Clock distribution:
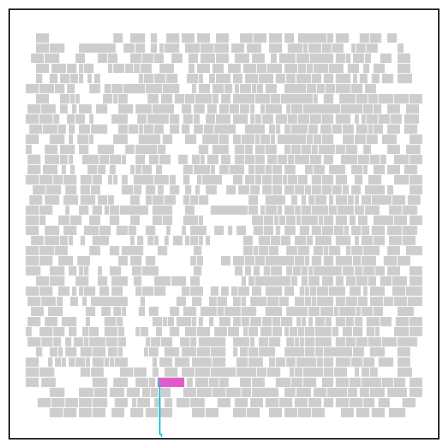
Placed cells, one color a class:
Bar = 20 um.
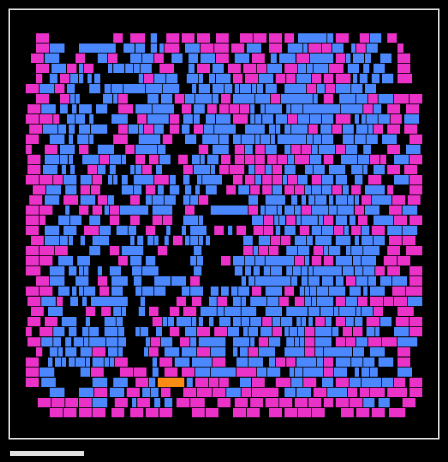
Supply network:
Pins as bars on the die edge. Tap cells in gray.
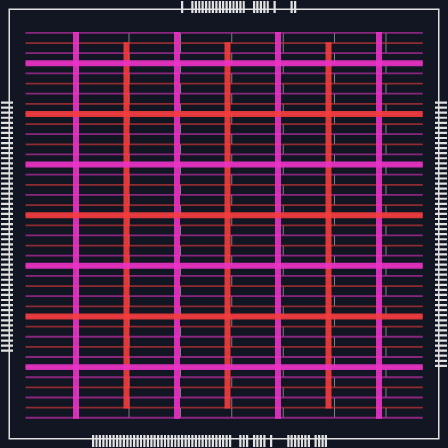
==> config.mk <==
export PLATFORM = sky130hd
export DESIGN_NAME = alu_share_arb
export DESIGN_NICKNAME = d
export VERILOG_FILES = /design/src/rtl/alu_pkg.sv /design/src/rtl/ALU.sv /design/src/rtl/alu_share_arb.sv
export SDC_FILE = /design/constraint.sdc
export NUM_CORES = 1
export LEC_CHECK = 0
export ABC_CLOCK_PERIOD_IN_PS = 5680
export CAP_MARGIN = 20
export CORE_MARGIN = 4
export CORE_UTILIZATION = 41
export CTS_CLUSTER_SIZE = 14
export DETAILED_ROUTE_END_ITERATION = 10
export MAX_ROUTING_LAYER = met4
export PLACE_DENSITY = 0.77
export SKIP_LAST_GASP = 1
export SLEW_MARGIN = 20
export SYNTH_ARGS = -nofsm -noshare
export SYNTH_HDL_FRONTEND = slang
export SYNTH_HIERARCHICAL = 1
export SYNTH_SLANG_ARGS = --single-unit
==> constraint.sdc <==
create_clock -name clk -period 5.68 [get_ports clk]
set_input_delay 0.852 -clock clk [delete_from_list [all_inputs] [get_ports clk]]
set_output_delay 0.852 -clock clk [all_outputs]
set_load 0.01 [all_outputs]
==> src/rtl/alu_pkg.sv <==
// ---------------------------------------------------------------------------
// alu_pkg
// Shared definitions for the ALU sharing arbiter and the ALU itself:
//   - 3-bit ALU opcode encodings (ADD, SUB, OR, NOR, AND; 101..111 illegal)
//   - alu_op_legal(): true for the five defined opcodes
//   - result source encodings (EX integer path / address-branch path)
// ---------------------------------------------------------------------------
package alu_pkg;

    typedef logic [2:0] alu_op_t;

    localparam alu_op_t ALU_ADD = 3'b000;
    localparam alu_op_t ALU_SUB = 3'b001;
    localparam alu_op_t ALU_OR  = 3'b010;
    localparam alu_op_t ALU_NOR = 3'b011;
    localparam alu_op_t ALU_AND = 3'b100;

    // Result source port encoding
    localparam logic SRC_EX  = 1'b0;
    localparam logic SRC_AGU = 1'b1;

    // The legal opcodes are exactly the contiguous range 000..100.
    function automatic logic alu_op_legal(input alu_op_t op);
        return (op <= ALU_AND);
    endfunction

endpackage

==> src/rtl/ALU.sv <==
// ---------------------------------------------------------------------------
// ALU
// Shared 32-bit combinational ALU. Arithmetic wraps modulo 2^32; there is no
// carry or overflow output. Illegal opcodes produce zero.
// Ports:
//   ALUop  in  3   operation select (alu_pkg encodings)
//   A      in  32  operand A
//   B      in  32  operand B
//   result out 32  operation result
// ---------------------------------------------------------------------------
module ALU
    import alu_pkg::*;
(
    input  logic [2:0]  ALUop,
    input  logic [31:0] A,
    input  logic [31:0] B,
    output logic [31:0] result
);

    // NOTE: every signal written in always_comb gets a default on entry, so
    // no path through the block leaves it unassigned and no latch is inferred.
    always_comb begin
        result = '0;
        case (ALUop)
            ALU_ADD: result = A + B;
            ALU_SUB: result = A - B;
            ALU_OR:  result = A | B;
            ALU_NOR: result = ~(A | B);
            ALU_AND: result = A & B;
            default: result = '0;
        endcase
    end

endmodule

==> src/rtl/alu_share_arb.sv <==
// ---------------------------------------------------------------------------
// alu_share_arb
// Round-robin arbiter sharing one ALU between the EX-stage integer path
// (port 0) and the address/branch-compare path (port 1). One request is
// granted per cycle; the result is returned on a single valid/ready channel
// tagged with the source port and the requester's tag.
//
// Build option: define ALU_ARB_OUTREG_EN for a one-entry registered result
// stage (latency 1). Without it the result path is combinational (latency 0)
// and the round-robin pointer is the only state.
//
// Ports:
//   clk, rst_n                      clock, synchronous active-low reset
//   reqN_valid/reqN_ready           request handshake, N = 0 (EX), 1 (AGU)
//   reqN_op/reqN_a/reqN_b/reqN_tag  request payload
//   res_valid/res_ready             result handshake
//   res_data                        ALU result (0 for an illegal opcode)
//   res_src                         port that issued the request
//   res_tag                         tag of the originating request
//   res_err                         opcode was illegal
// ---------------------------------------------------------------------------
module alu_share_arb
    import alu_pkg::*;
#(
    parameter int TAG_W = 4
) (
    input  logic             clk,
    input  logic             rst_n,

    input  logic             req0_valid,
    output logic             req0_ready,
    input  logic [2:0]       req0_op,
    input  logic [31:0]      req0_a,
    input  logic [31:0]      req0_b,
    input  logic [TAG_W-1:0] req0_tag,

    input  logic             req1_valid,
    output logic             req1_ready,
    input  logic [2:0]       req1_op,
    input  logic [31:0]      req1_a,
    input  logic [31:0]      req1_b,
    input  logic [TAG_W-1:0] req1_tag,

    output logic             res_valid,
    input  logic             res_ready,
    output logic [31:0]      res_data,
    output logic             res_src,
    output logic [TAG_W-1:0] res_tag,
    output logic             res_err
);

    logic             last_grant;   // port granted on the last accepted transfer
    logic             win1;         // port 1 holds the grant this cycle
    logic             slot_free;    // result channel can take a new result
    logic             accept;

    logic [2:0]       sel_op;
    logic [31:0]      sel_a;
    logic [31:0]      sel_b;
    logic [TAG_W-1:0] sel_tag;
    logic [31:0]      alu_result;
    logic             sel_err;
    logic [31:0]      sel_data;

    // On a tie the port that did not go last wins; otherwise the only valid
    // port wins. With no valid port win1 is 0 but no ready can rise.
    always_comb begin
        win1 = req1_valid;
        if (req0_valid && req1_valid) begin
            win1 = ~last_grant;
        end
    end

    // Readies are held low in reset so nothing is accepted in that cycle.
    assign req0_ready = rst_n & req0_valid & ~win1 & slot_free;
    assign req1_ready = rst_n & req1_valid &  win1 & slot_free;
    assign accept     = req0_ready | req1_ready;

    assign sel_op  = win1 ? req1_op  : req0_op;
    assign sel_a   = win1 ? req1_a   : req0_a;
    assign sel_b   = win1 ? req1_b   : req0_b;
    assign sel_tag = win1 ? req1_tag : req0_tag;

    ALU u_alu (
        .ALUop  (sel_op),
        .A      (sel_a),
        .B      (sel_b),
        .result (alu_result)
    );

    assign sel_err  = ~alu_op_legal(sel_op);
    assign sel_data = sel_err ? '0 : alu_result;

    // NOTE: sequential state is written with non-blocking assignments so every
    // flop samples pre-edge values regardless of statement order.
    always_ff @(posedge clk) begin
        if (!rst_n) begin
            last_grant <= SRC_AGU;
        end else if (accept) begin
            last_grant <= win1;
        end
    end

`ifdef ALU_ARB_OUTREG_EN

    assign slot_free = ~res_valid | res_ready;

    // NOTE: the payload fields are reset too, not only res_valid, because
    // their reset value of zero is part of the visible interface.
    always_ff @(posedge clk) begin
        if (!rst_n) begin
            res_valid <= 1'b0;
            res_data  <= '0;
            res_src   <= SRC_EX;
            res_tag   <= '0;
            res_err   <= 1'b0;
        end else if (accept) begin
            // A load may coincide with the consumer taking the old entry.
            res_valid <= 1'b1;
            res_data  <= sel_data;
            res_src   <= win1;
            res_tag   <= sel_tag;
            res_err   <= sel_err;
        end else if (res_ready) begin
            res_valid <= 1'b0;
        end
    end

`else

    assign slot_free = res_ready;
    assign res_valid = req0_valid | req1_valid;
    assign res_data  = sel_data;
    assign res_src   = win1;
    assign res_tag   = sel_tag;
    assign res_err   = sel_err;

`endif

endmodule
==> results.json <==
{
  "wirelength_um": 21130,
  "flop_cell": "dfxtp_1",
  "yosysUniqueCellTypes": 65,
  "crit_family": "AND-OR/OR-AND gates",
  "min_path_type": "register to register",
  "crit_path_max_fanout": 4,
  "fp_nets": 837,
  "fin_nets": 1183,
  "tns_ns": -5.677,
  "place_area_um2": 7741,
  "violations": "setup timing",
  "fin_ws_ns": -0.4861,
  "register_area_um2": 20.02,
  "clk_latency_ns": 0,
  "path_class": "input pin to output port",
  "top_area_cell": "mux2_2",
  "wire_per_inst_um": 18.55,
  "max_slew_margin_pct": 49.10,
  "areaGrowthSynthToFinish_pct": 82.98,
  "largest-register": "last_grant",
  "warnings": 34,
  "period_used_pct": 108.6,
  "ant_nets": 0,
  "hold_buffers": 0,
  "common_cells": "nor2_1 (78), mux2_2 (71), xor2_1 (47)",
  "met3_usage_pct": 3.000,
  "antenna_found_initial": 0,
  "logic_family": "AND-OR/OR-AND gates",
  "setup_viol": 20,
  "finalClockSkew_ns": 0,
  "fill_cells": 799,
  "drt-initial-drc-count": 396,
  "grt_max_degree": 34,
  "worstPathArrival_ns": 5.31,
  "fmax_mhz": 162.2,
  "end_kind": "output port",
  "tightest_slew_ns": 0.7607,
  "dr_total_vias": 6616,
  "fin_util_pct": 77.81,
  "layout_top_cells": "buf_4 (181), clkdlybuf4s50_1 (159), nor2_1 (70), mux2_2 (63), xor2_1 (46)",
  "grt_pass1_vias": 6737,
  "ys_cells": 655,
  "ys_sh_adder_pct": 9.496,
  "overflow": 0,
  "synthSimpleGateAreaFrac_pct": 23.31,
  "synthArstFlopShare_pct": 0,
  "top_cell_area_share_pct": 17.04,
  "worst-path-buf-inv": 7,
  "hold_viol": 0,
  "cpPeakStageDelay_ns": 0.39,
  "pre_cts_slack_ns": -1.235,
  "ys_area_um2": 4691,
  "startpoint_type": "input pin",
  "outcome": "finished, violations left",
  "total_power_mw": 1.582,
  "power_density_nw_per_um2": 184.3,
  "grt_first_pass_wirelength_um": 31800,
  "final_max_slew_viol_count": 0,
  "fin_crit_ns": 6.166,
  "coreArea_um2": 11030,
  "ios": 188,
  "die_x_um": 115.0,
  "grt_usage_pct": 29.71,
  "rows": 38
}
## Picture notes: 'clock distribution'
clock wires: shown in cyan, length 15.7 um. flip-flops: shown in magenta, count 1.
Routed clock nets: 1.

## Picture notes: 'placed cells, one color a class'
other buffers and delay cells: shown in magenta, cells 383. combinational and other logic: shown in blue, cells 615. flops: shown in orange, cells 1.

## Picture notes: 'supply network'
VDD: shown in red. VSS: shown in magenta.
188 signal pins sit on the boundary. 140 tap cells. 39 met1 rails follow the rows. 7 straps on met5. The core has 38 rows.

[kinds of logic after synthesis]
| family | after synthesis |
|---|---|
| mux | 73 |
| compound gates | 203 |
| xor+xnor | 77 |
| fa+ha+maj | 35 |
| flops | 1 |
| buf+inv | 62 |
| simple gates | 204 |
[path summary, 6_finish.rpt]
| path | start | to | slack (ns) | cells past startpoint |
|---|---|---|---|---|
| worst min-delay path | last_grant$_SDFFE_PN1P_ | last_grant$_SDFFE_PN1P_ | 0.70 | 3 |
| worst min register to register | last_grant$_SDFFE_PN1P_ | last_grant$_SDFFE_PN1P_ | 0.70 | 3 |
| worst max-delay path | req1_valid | res_data[27] | -0.49 | 25 |
| worst max register to register | last_grant$_SDFFE_PN1P_ | last_grant$_SDFFE_PN1P_ | 4.85 | 3 |
[what timing repair did]
item                                    in CTS  in global routing
gates resized                              164                 63
pin swaps                                   77                 58
endpoints found under the setup margin      29                 26
buffers inserted                            34                 15
[cell type report]
cell class | count | share of cell area [%]
Sequential cell | 1 | 0.2332
Tap cell | 140 | 2.041
Inverter | 23 | 1.006
Timing Repair Buffer | 383 | 39.48
Multi-Input combinational cell | 592 | 57.24
[power by group]
part | switching (mW) | internal, mW | total, mW | leakage [nW]
clock network | 0 | 0 | 0 | 0
registers | 0.000593 | 0.00766 | 0.00825 | 0.00828
logic | 0.741 | 0.833 | 1.57 | 3.91
[worst register-to-register path, delay by kind of cell, from the launching register on]
family                 cells  cell delay [ns]
buffers and inverters      1             0.14
AND-OR/OR-AND              1             0.07
AND/OR/NAND/NOR            1             0.12
flip-flops                 1             0.37
[routing by layer]
layer  wire length [um]  vias up
met1               8412     3111
met5                  0        -
met3               1332       82
li1                   -     3104
met2              10570      319
met4                812        0
Power and IR drop assume default switching activity.
